**Run 1: power grid**

Bar = 50 um. Pins as bars on the die edge.
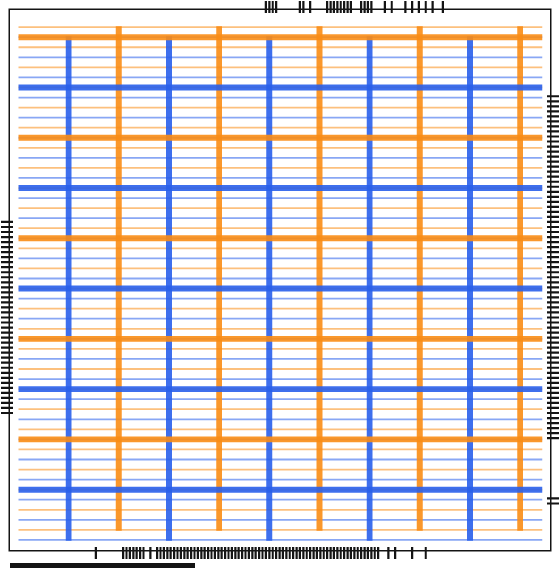
**Run 1: cell classes on the final placement**

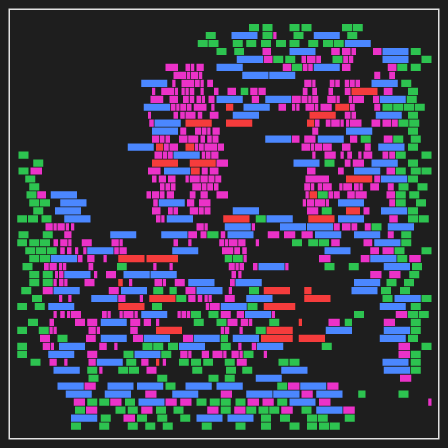
**Run 1: clock wires, drivers and flops**

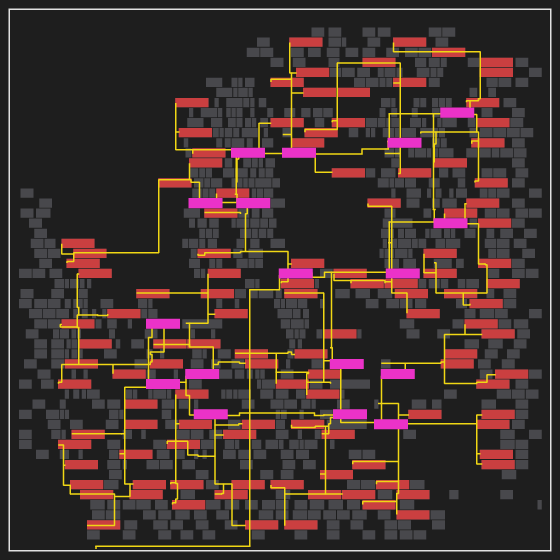
$ cat src/rtl/lsu_mem_pkg.sv
// lsu_mem_pkg: constants shared by the load/store unit.
//   OPC_*  : RV32 major opcodes that the LSU acts on
//   F3_*   : funct3 access size / sign encodings
//   is_mem_op() : true for LOAD or STORE opcodes
package lsu_mem_pkg;

  localparam logic [6:0] OPC_LOAD  = 7'b0000011;
  localparam logic [6:0] OPC_STORE = 7'b0100011;

  localparam logic [2:0] F3_B  = 3'b000;
  localparam logic [2:0] F3_H  = 3'b001;
  localparam logic [2:0] F3_W  = 3'b010;
  localparam logic [2:0] F3_BU = 3'b100;
  localparam logic [2:0] F3_HU = 3'b101;

  function automatic logic is_mem_op(input logic [6:0] opc);
    return (opc == OPC_LOAD) || (opc == OPC_STORE);
  endfunction

endpackage

$ cat src/rtl/lsu_mem_align.sv
// lsu_mem_align: combinational lane logic for the LSU.
// Request side (current instruction):
//   req_funct3, req_off, req_data -> req_wdata (lane-replicated store data),
//   req_wstrb (byte enables), req_misalign (access crosses its natural size)
// Load side (registered access info + bus word):
//   ld_funct3, ld_off, ld_rdata -> ld_data (extracted, sign/zero-extended)
module lsu_mem_align
  import lsu_mem_pkg::*;
(
  input  logic [2:0]  req_funct3,
  input  logic [1:0]  req_off,
  input  logic [31:0] req_data,
  output logic [31:0] req_wdata,
  output logic [3:0]  req_wstrb,
  output logic        req_misalign,
  input  logic [2:0]  ld_funct3,
  input  logic [1:0]  ld_off,
  input  logic [31:0] ld_rdata,
  output logic [31:0] ld_data
);

  logic [7:0]  ld_byte;
  logic [15:0] ld_half;

  always_comb begin
    req_wdata    = req_data;
    req_wstrb    = 4'b1111;
    req_misalign = 1'b0;
    case (req_funct3)
      F3_B, F3_BU: begin
        req_wdata = {4{req_data[7:0]}};
        req_wstrb = 4'b0001 << req_off;
      end
      F3_H, F3_HU: begin
        req_wdata    = {2{req_data[15:0]}};
        req_wstrb    = 4'b0011 << {req_off[1], 1'b0};
        req_misalign = req_off[0];
      end
      default: begin
        req_misalign = (req_off != 2'b00);
      end
    endcase
  end

  assign ld_byte = ld_rdata[{ld_off, 3'b000} +: 8];
  assign ld_half = ld_off[1] ? ld_rdata[31:16] : ld_rdata[15:0];

  always_comb begin
    ld_data = ld_rdata;
    case (ld_funct3)
      F3_B:    ld_data = {{24{ld_byte[7]}}, ld_byte};
      F3_H:    ld_data = {{16{ld_half[15]}}, ld_half};
      F3_BU:   ld_data = {24'h0, ld_byte};
      F3_HU:   ld_data = {16'h0, ld_half};
      default: ld_data = ld_rdata;
    endcase
  end

endmodule

$ cat src/rtl/lsu_mem.sv
// lsu_mem: MEM-stage load/store unit with a simple req/gnt/rvalid bus.
// Ports:
//   clk, rst_n                      clock, async active-low reset
//   valid_i, opcode_i, funct3_i     MEM-stage instruction
//   alu_out_i, store_data_i         effective address, store data
//   stall_o                         hold the pipeline while the access runs
//   load_out_o                      aligned/extended load result
//   misalign_o, bus_err_o           one-cycle error pulses (during DONE)
//   bus_req_o .. bus_wstrb_o        bus request side
//   bus_gnt_i, bus_rvalid_i, bus_rdata_i  bus response side
//
// state | meaning
// ------+-------------------------------------------------------------
// IDLE  | waiting for a memory instruction
// REQ   | bus_req_o high, waiting for grant (zero-wait load may finish)
// RWAIT | load granted, waiting for read data
// DONE  | one-cycle completion, stall released, pulses visible
module lsu_mem
  import lsu_mem_pkg::*;
#(
  parameter int TIMEOUT_CYC = 255
) (
  input  logic        clk,
  input  logic        rst_n,
  input  logic        valid_i,
  input  logic [6:0]  opcode_i,
  input  logic [2:0]  funct3_i,
  input  logic [31:0] alu_out_i,
  input  logic [31:0] store_data_i,
  output logic        stall_o,
  output logic [31:0] load_out_o,
  output logic        misalign_o,
  output logic        bus_err_o,
  output logic        bus_req_o,
  output logic        bus_we_o,
  output logic [31:0] bus_addr_o,
  output logic [31:0] bus_wdata_o,
  output logic [3:0]  bus_wstrb_o,
  input  logic        bus_gnt_i,
  input  logic        bus_rvalid_i,
  input  logic [31:0] bus_rdata_i
);

  localparam int CW = (TIMEOUT_CYC < 2) ? 1 : $clog2(TIMEOUT_CYC);

  typedef enum logic [1:0] {IDLE, REQ, RWAIT, DONE} state_t;

  state_t        state_q, state_d;
  logic [CW-1:0] cnt_q;
  logic [31:0]   addr_q, wdata_q, load_out_q;
  logic [3:0]    wstrb_q;
  logic [2:0]    funct3_q;
  logic          we_q, misalign_q, bus_err_q;

  logic          mem_op, is_store, accept, waiting;
  logic          load_cap, timeout;
  logic          req_misalign;
  logic [31:0]   req_wdata, ld_data;
  logic [3:0]    req_wstrb;

  assign mem_op   = valid_i && is_mem_op(opcode_i);
  assign is_store = (opcode_i == OPC_STORE);
  assign accept   = (state_q == IDLE) && mem_op && !req_misalign;
  assign waiting  = (state_q == REQ) || (state_q == RWAIT);

  lsu_mem_align u_align (
    .req_funct3   (funct3_i),
    .req_off      (alu_out_i[1:0]),
    .req_data     (store_data_i),
    .req_wdata    (req_wdata),
    .req_wstrb    (req_wstrb),
    .req_misalign (req_misalign),
    .ld_funct3    (funct3_q),
    .ld_off       (addr_q[1:0]),
    .ld_rdata     (bus_rdata_i),
    .ld_data      (ld_data)
  );

  // Grant/data take priority over the timeout in the same cycle.
  always_comb begin
    state_d  = state_q;
    load_cap = 1'b0;
    timeout  = 1'b0;
    case (state_q)
      IDLE: begin
        if (mem_op) state_d = req_misalign ? DONE : REQ;
      end
      REQ: begin
        if (bus_gnt_i) begin
          if (we_q) begin
            state_d = DONE;
          end else if (bus_rvalid_i) begin
            state_d  = DONE;
            load_cap = 1'b1;
          end else begin
            state_d = RWAIT;
          end
        end else if (cnt_q == '0) begin
          state_d = DONE;
          timeout = 1'b1;
        end
      end
      RWAIT: begin
        if (bus_rvalid_i) begin
          state_d  = DONE;
          load_cap = 1'b1;
        end else if (cnt_q == '0) begin
          state_d = DONE;
          timeout = 1'b1;
        end
      end
      DONE:    state_d = IDLE;
      default: state_d = IDLE;
    endcase
  end

  always_ff @(posedge clk or negedge rst_n) begin
    if (!rst_n) begin
      state_q    <= IDLE;
      cnt_q      <= '0;
      addr_q     <= '0;
      wdata_q    <= '0;
      wstrb_q    <= '0;
      funct3_q   <= '0;
      we_q       <= 1'b0;
      misalign_q <= 1'b0;
      bus_err_q  <= 1'b0;
      load_out_q <= '0;
    end else begin
      state_q    <= state_d;
      misalign_q <= (state_q == IDLE) && mem_op && req_misalign;
      bus_err_q  <= timeout;

      if (accept) begin
        addr_q   <= alu_out_i;
        funct3_q <= funct3_i;
        we_q     <= is_store;
        wdata_q  <= is_store ? req_wdata : 32'h0;
        wstrb_q  <= is_store ? req_wstrb : 4'b0000;
      end

      // Each wait phase (grant, then read data) gets its own full budget.
      if ((state_d != state_q) && ((state_d == REQ) || (state_d == RWAIT)))
        cnt_q <= CW'(TIMEOUT_CYC - 1);
      else if (waiting && (cnt_q != '0))
        cnt_q <= cnt_q - 1'b1;
      else if (!waiting)
        cnt_q <= '0;

      if (load_cap)     load_out_q <= ld_data;
      else if (timeout) load_out_q <= '0;
    end
  end

  // Gated by rst_n so the stall drops immediately when reset asserts.
  assign stall_o     = rst_n && mem_op && (state_q != DONE);
  assign load_out_o  = load_out_q;
  assign misalign_o  = misalign_q;
  assign bus_err_o   = bus_err_q;
  assign bus_req_o   = (state_q == REQ);
  assign bus_we_o    = we_q;
  assign bus_addr_o  = {addr_q[31:2], 2'b00};
  assign bus_wdata_o = wdata_q;
  assign bus_wstrb_o = wstrb_q;

endmodule
$ cat config.mk
export PLATFORM = sky130hd
export DESIGN_NAME = lsu_mem
export DESIGN_NICKNAME = d
export VERILOG_FILES = /design/src/rtl/lsu_mem_pkg.sv /design/src/rtl/lsu_mem_align.sv /design/src/rtl/lsu_mem.sv
export SDC_FILE = /design/constraint.sdc
export NUM_CORES = 1
export LEC_CHECK = 0
export CORE_MARGIN = 2
export CORE_UTILIZATION = 30
export DETAILED_ROUTE_END_ITERATION = 10
export SKIP_CTS_REPAIR_TIMING = 1
export SLEW_MARGIN = 20
export SYNTH_ARGS = -nofsm -noshare
export SYNTH_HDL_FRONTEND = slang
export SYNTH_SLANG_ARGS = --single-unit
$ cat constraint.sdc
create_clock -name clk -period 4.4 [get_ports clk]
set_input_delay 0.44 -clock clk [delete_from_list [all_inputs] [get_ports clk]]
set_output_delay 0.44 -clock clk [all_outputs]
set_load 0.01 [all_outputs]
==> flow_summary.json, run 1 <==
{
  "status": "completed",
  "openroad.warnings": 33,
  "synth_top_area_share_pct": 47.9,
  "die_w_um": 146,
  "antenna_found_initial": 0,
  "power_mw": 4.51,
  "required_ps": 3960,
  "routabilityCongestion": 0.819,
  "routedWlPerCell_um": 17.3,
  "fp_util_pct": 30.8,
  "htree_levels": 4,
  "period_used_pct": 65.7,
  "ctsRootBufferMaster": "clkbuf_16",
  "syn-mean-instance-area_um2": 10.3,
  "crit_arrival_ps": 2450,
  "clockBufferDepth": 2,
  "path_max_fanout": 4,
  "drt_iter0_drc": 252,
  "track_usage_pct": 16.8,
  "synthesis.area_um2": 6060,
  "hold_viol": 0,
  "netlist_top_cells_count": "dfrtp_1 (116), nand2_1 (59), mux2_2 (43)",
  "most_common_cell": "dfrtp_1",
  "grt_max_degree": 109,
  "ys_seq_share_pct": 47.9,
  "slew_violations": 0,
  "crit_path_end_kind": "output port",
  "p_per_area_nw_per_um2": 515,
  "cts_buffers": 17,
  "firstDrtPassIters": 4,
  "clk_pin_slew_ps": 60,
  "yosysTopAreaCell": "dfrtp_1",
  "rsz0062_at_grt": "no",
  "grt_pass1_wl_um": 28800,
  "ir_drop_v": 0.000259,
  "final_cell_count_no_fill": 1034,
  "fp.coreArea_um2": 19700,
  "ys_area_um2": 6060,
  "fin_skew_ps": 8.57,
  "synth_cells": 588,
  "min_period_ps": 2890,
  "edf_count": 0
}
-- 'power grid' (at the start) --
legend:
  VSS:
    color: blue
  VDD:
    color: orange
met4 straps: 10
met5 straps: 10
rows: 51
signal pins: 216
met1 rails: 52

-- 'cell classes on the final placement' (at the start) --
legend:
  remaining logic cells:
    color: magenta
    cells: 401
    share_of_their_area: 32%
  clock drivers and dummy loads:
    color: red
    cells: 32
    share_of_their_area: 7.2%
  registers:
    color: blue
    cells: 116
    share_of_their_area: 34%
  remaining buffers and delay cells:
    color: green
    cells: 220
    share_of_their_area: 26%

-- 'clock wires, drivers and flops' (at the start) --
legend:
  clock-net drivers:
    color: magenta
    count: 17
  flip-flops:
    color: red
    count: 116
  clock wires:
    color: yellow
    length: 1740 um
flops lie: all over the die
routed clock nets: 18

run 1: metrics by stage:
stage          utilization (%)  hold slack, ps  area (um^2)  worst slack (ps)
2_1_floorplan                -             144         6060              2310
3_3_place_gp              41.5             387         8150              1490
3_5_place_dp              41.5             401         8150              1490
4_1_cts                   44.6           -47.2         8760              1530
5_1_grt                   44.6             493         8770              1330
6_report                  44.6             478         8770              1510
run 1: routing by layer:
metal	global-route usage, %	vias up	wire (um)
met5	0	-	0
met4	6.75	0	468
met3	4.28	33	1070
met2	27.6	211	8470
met1	21.4	2488	7870
li1	-	2407	-
run 1: area by class of cell:
type	instances	share of cell area, %
Tap cell	265	3.78
Multi-Input combinational cell	384	30.5
Timing Repair Buffer	220	24.9
Clock buffer	21	5.25
Clock inverter	11	1.71
Inverter	17	0.727
Sequential cell	116	33.1
run 1: kinds of logic (layout without fill, tap and decap cells):
kind of cell               count (synthesis)  after routing  synth area share, %
other                                      1              2               0.0619
adders and majority gates                  7              7                 1.45
DFF                                      116            116                 47.9
muxes                                     70             70                 12.7
and+or+nand+nor                          156            156                 12.8
buffers and inverters                     89            269                 8.00
AOI/OAI and AO/OA                        149            149                 17.1
run 1: worst max-delay path, stage by stage:
cell,delay (ps)
clkdlybuf4s50_1,440
or3b_2,540
nor2_1,230
and3b_1,240
clkdlybuf4s50_1,550
run 1: final timing paths:
| kind | from | endpoint | slack (ps) | cells after the start |
|---|---|---|---|---|
| max | valid_i | stall_o | 1510 | 5 |
| max reg2reg | state_q[0]$_DFF_PN0_ | load_out_o[30]$_DFFE_PN0P_ | 1600 | 5 |
| min in group asynchronous | rst_n | addr_q[4]$_DFFE_PN0P_ | 500 | 2 |
| min | bus_wdata_o[15]$_DFFE_PN0P_ | bus_wdata_o[15]$_DFFE_PN0P_ | 480 | 2 |
| max in group asynchronous | rst_n | load_out_o[11]$_DFFE_PN0P_ | 2940 | 3 |
| min reg2reg | bus_wdata_o[15]$_DFFE_PN0P_ | bus_wdata_o[15]$_DFFE_PN0P_ | 480 | 2 |
run 1: report_power, final:
group / total (mW) / internal (mW) / switching, mW
Combinational: 1.59 / 0.815 / 0.777
Clock: 1.43 / 0.923 / 0.508
Sequential: 1.49 / 1.30 / 0.189
Total: 4.51 / 3.04 / 1.47
run 1: cells in the final DEF, fill, tap and decap left out, types with 11 or more instances in the layout:
cell type,n
clkdlybuf4s50_1,212
dfrtp_1,116
nand2_1,59
mux2_2,43
a21oi_1,34
o31ai_1,27
mux2i_1,26
o2bb2ai_1,24
nor2_1,21
o21ai_0,21
nor2b_1,18
clkbuf_16,17
inv_1,16
nand2b_1,15
nand3_1,14
nor3_1,11
run 1: state kept, by name, indices dropped and copies added (netlist names):
| signal | flops |
|---|---|
| addr_q | 32 |
| bus_wdata_o | 32 |
| load_out_o | 32 |
| cnt_q | 8 |
| bus_wstrb_o | 4 |
| funct3_q | 3 |
| state_q | 2 |
| bus_err_o | 1 |
| bus_we_o | 1 |
| misalign_o | 1 |
**Run 1: wiring by layer**

Bar = 50 um.
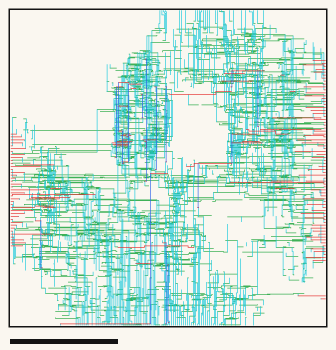

==> run 2, diff against run 1 <==
- clock period: 4.4 -> 2.9 ns (I/O delays scaled with it)
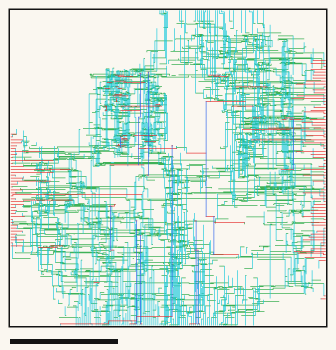
**Above:** run 2 (wiring by layer).
Bar = 50 um.
legend:
  M3:
    color: red
    wire_length: 1110 um
  M2:
    color: cyan
    wire_length: 8180 um
  M4:
    color: blue
    wire_length: 459 um
  M1:
    color: green
    wire_length: 8040 um
Routed Wire Length: 17800 um
routed len/inst: 17.2 um
vias after detailed routing: 5043
GRT Total Usage: 16.8%

==> flow_summary.json, run 2 <==
{
  "period_used_pct": 84.7,
  "fa_ha_area_share_pct": 1.45,
  "path_cells": "clkdlybuf4s50_1 -> or3b_2 -> nor2_1 -> and3b_1 -> clkdlybuf4s50_1",
  "p_int_mw": 4.66,
  "clk_pin_slew_ps": 60,
  "fp_util_pct": 30.8,
  "status": "completed",
  "grt_pass1_wl_um": 28200,
  "synthesis.area_um2": 6060,
  "ys_sh_xor_pct": 0,
  "yosysTopAreaCell": "dfrtp_1",
  "place_area_um2": 8200,
  "syn-mean-instance-area_um2": 10.3,
  "min_period_ps": 2460,
  "ys_seq_share_pct": 47.9,
  "lay_top_cells": "clkdlybuf4s50_1 (212), dfrtp_1 (116), nand2_1 (59)",
  "openroad.warnings": 35,
  "p_per_area_nw_per_um2": 783,
  "ir_drop_v": 0.000328,
  "p_sw_mw": 2.24,
  "path_common_cell": "clkdlybuf4s50_1",
  "critPathSlowestCell": "clkdlybuf4s50_1",
  "synth_cells": 588,
  "slowest_delay_ps": 560,
  "final_cell_count_no_fill": 1036,
  "clockBufferDepth": 2,
  "antenna_found_initial": 0
}
==> run 2: cell count changes in the layout (fill, tap and decap cells not counted) <==
cell           previous run  this run
buf_12                    0         2
buf_4                     6         8
clkbuf_1                  2         0
clkbuf_8                  2         0
clkinv_2                  1         3
clkinvlp_4                5         3
inv_6                     2         4
buf_6                     1         0
bufinv_16                 3         4
clkinv_4                  0         1
dlygate4sd3_1             1         0
==> run 2: metal layers <==
| layer | part of all wire (%) | global-route usage [%] |
|---|---|---|
| met1 | 45 | 22.0 |
| met5 | 0 | 0 |
| met2 | 46 | 26.6 |
| met3 | 6.2 | 3.69 |
| met4 | 2.6 | 7.67 |
==> run 2: worst paths after layout <==
check	startpoint	to	slack [ps]	cells past startpoint
max	valid_i	stall_o	440	5
min	rst_n	addr_q[12]$_DFFE_PN0P_	30	2
max reg2reg	state_q[0]$_DFF_PN0_	load_out_o[30]$_DFFE_PN0P_	540	6
min reg2reg	bus_wstrb_o[3]$_DFFE_PN0P_	bus_wstrb_o[3]$_DFFE_PN0P_	480	2
max in group asynchronous	rst_n	bus_wstrb_o[1]$_DFFE_PN0P_	2400	2
min in group clk	bus_wstrb_o[3]$_DFFE_PN0P_	bus_wstrb_o[3]$_DFFE_PN0P_	480	2
==> run 2: cell type report <==
| cell class | count | area, um^2 | area share (%) |
|---|---|---|---|
| clock buffers | 17 | 425 | 4.82 |
| clock inverters | 15 | 201 | 2.28 |
| inverters | 17 | 63.8 | 0.723 |
| multi-input cells | 384 | 2680 | 30.3 |
| flip-flops and latches | 116 | 2900 | 32.9 |
| well taps | 265 | 332 | 3.76 |
| repair buffers | 222 | 2220 | 25.2 |
==> run 2: per-stage QoR <==
stage          util [%]  total power [mW]  worst slack, ps
2_1_floorplan         -              3.69              812
6_report           44.9              6.91              443
5_1_grt            44.9              7.29              296
3_3_place_gp       41.7              4.60              440
3_5_place_dp       41.7              4.69              456
4_1_cts            44.9              6.96              440
==> run 2: power groups by stage <==
| stage | Clock (mW) | Sequential, mW | Combinational [mW] |
|---|---|---|---|
| floorplan | 0 | 2.30 | 1.39 |
| global placement | 0 | 2.26 | 2.34 |
| detailed placement | 0 | 2.28 | 2.41 |
| CTS | 2.28 | 2.25 | 2.42 |
| global route | 2.36 | 2.30 | 2.63 |
| finish | 2.24 | 2.25 | 2.42 |
==> run 2: cell families after synthesis <==
logic type               count (synthesis)
AND-OR/OR-AND                          149
other                                    1
flip-flops                             116
AND/OR/NAND/NOR                        156
buffers and inverters                   89
multiplexers                            70
adder cells (fa/ha/maj)                  7
==> run 2: worst register-to-register path, delay by kind of cell, from the launching register on <==
family	cells	cell delay, ps
adder cells (fa/ha/maj)	1	540
AND-OR/OR-AND	1	280
flip-flops	1	480
AND/OR/NAND/NOR	2	590
buffers and inverters	2	380
**Run 2: cell classes on the final placement**

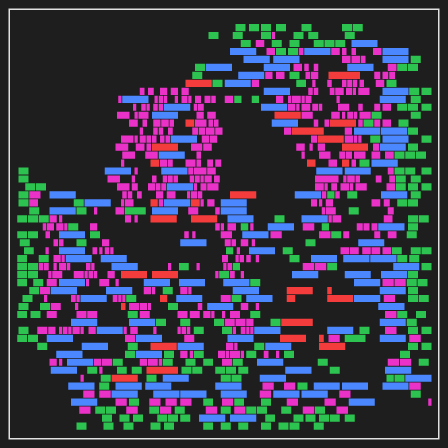

==> run 3, diff against run 2 <==
- clock period: 2.9 -> 2.3 ns (I/O delays scaled with it)
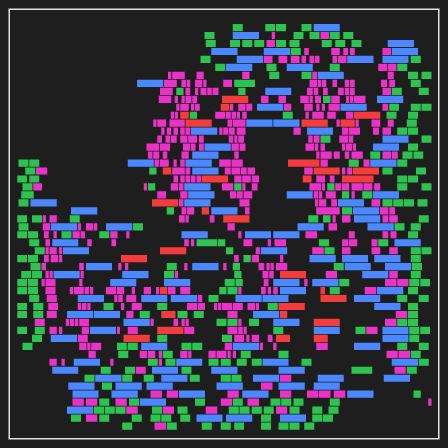
**Above:** run 3 (cell classes on the final placement).
legend:
  registers:
    color: blue
    cells: 116
    share_of_their_area: 34%
  remaining buffers and delay cells:
    color: green
    cells: 234
    share_of_their_area: 27%
  remaining logic cells:
    color: magenta
    cells: 401
    share_of_their_area: 32%
  clock drivers and dummy loads:
    color: red
    cells: 31
    share_of_their_area: 7.0%

==> flow_summary.json, run 3 <==
{
  "status": "finished, violations left",
  "violations": "hold timing",
  "rrSetupSlack_ps": 130,
  "grt_pass1_wl_um": 28800,
  "wirelength_um": 18100,
  "yosysTopAreaCell": "dfrtp_1",
  "post-place-ws_ps": -71.0,
  "final_cell_count_no_fill": 1047,
  "period_used_pct": 94.4,
  "flop_area_um2": 2900,
  "vias": 5200,
  "hold_viol": 21,
  "area_leaders": "dfrtp_1 (48%), mux2_2 (8.0%), mux2i_1 (4.3%)",
  "ys_seq_share_pct": 47.9,
  "p_per_area_nw_per_um2": 978,
  "clockBufferDepth": 2,
  "antenna_found_initial": 0,
  "routedWlPerCell_um": 17.3,
  "drc": 0,
  "synthesis.area_um2": 6060,
  "timing.final.ws_setup_ps": 128,
  "ir_drop_v": 0.000439,
  "r2r_cells": 8,
  "combGateArea_um2": 2680,
  "lay_top_cells": "clkdlybuf4s50_1 (211), dfrtp_1 (116), nand2_1 (59)",
  "row_count": 51,
  "holdWs_ps": -26.6,
  "synth_cells": 588,
  "min_period_ps": 2170,
  "drt_iter0_drc": 221,
  "timing.rr.end": "load_out_o[15]$_DFFE_PN0P_",
  "track_usage_pct": 16.8,
  "clk_pin_slew_ps": 60,
  "fp_util_pct": 30.8,
  "r2r-start": "cnt_q[0]$_DFFE_PN0P_",
  "syn-mean-instance-area_um2": 10.3,
  "edf_count": 0,
  "place_area_um2": 8300,
  "openroad.warnings": 33
}
==> run 3: cell counts after synthesis <==
No cell type changed its count.
==> run 3: how the worst max path moves through the flow <==
stage / start / to / cells after the start
after global routing: cnt_q[0]$_DFFE_PN0P_ / cnt_q[3]$_DFFE_PN0P_ / 7
after floorplan: cnt_q[3]$_DFFE_PN0P_ / cnt_q[7]$_DFFE_PN0P_ / 7
after global placement: valid_i / addr_q[27]$_DFFE_PN0P_ / 7
after CTS: valid_i / stall_o / 5
after detailed placement: valid_i / cnt_q[7]$_DFFE_PN0P_ / 7
final: cnt_q[0]$_DFFE_PN0P_ / load_out_o[15]$_DFFE_PN0P_ / 8
==> run 3: area by class of cell <==
cell class	instances	share of cell area [%]
clock buffer	21	5.39
clock inverter	10	1.38
inverter	17	0.716
multi-input combinational	384	30.1
sequential	116	32.6
tap	265	3.72
timing repair buffer	234	26.1
==> run 3: critical path, stage by stage (launching register included) <==
cell     delay, ps
dfrtp_1        380
inv_1           80
ha_1           210
or3b_2         520
nor2_1         210
and3_1         230
nor2b_2         60
buf_12         160
a21o_1         190
==> run 3: layer usage <==
| metal | vias up | wire length, um | global-route usage (%) |
|---|---|---|---|
| met5 | - | 0 | 0 |
| met4 | 0 | 398 | 6.55 |
| met3 | 29 | 1040 | 3.94 |
| met2 | 190 | 8590 | 27.6 |
| met1 | 2541 | 8070 | 21.7 |
| li1 | 2440 | - | - |
==> run 3: where the power goes <==
group	internal [mW]	switching, mW
Sequential	2.49	0.321
Clock	1.71	0.981
Combinational	1.65	1.56
Total	5.85	2.86
==> run 3: kinds of logic after synthesis <==
group | count (synthesis) | share of synthesized area (%)
AND/OR/NAND/NOR | 156 | 12.8
AND-OR/OR-AND | 149 | 17.1
flip-flops | 116 | 47.9
buffers and inverters | 89 | 8.00
multiplexers | 70 | 12.7
adder cells (fa/ha/maj) | 7 | 1.45
other | 1 | 0.0619
==> run 3: stage by stage <==
step	total power, mW	utilization [%]
after detailed placement	6.02	42.2
after CTS	8.76	45.3
final	8.71	45.3
after global routing	9.18	45.3
after global placement	5.87	42.2
after floorplan	4.65	-
Power and IR drop assume default switching activity.
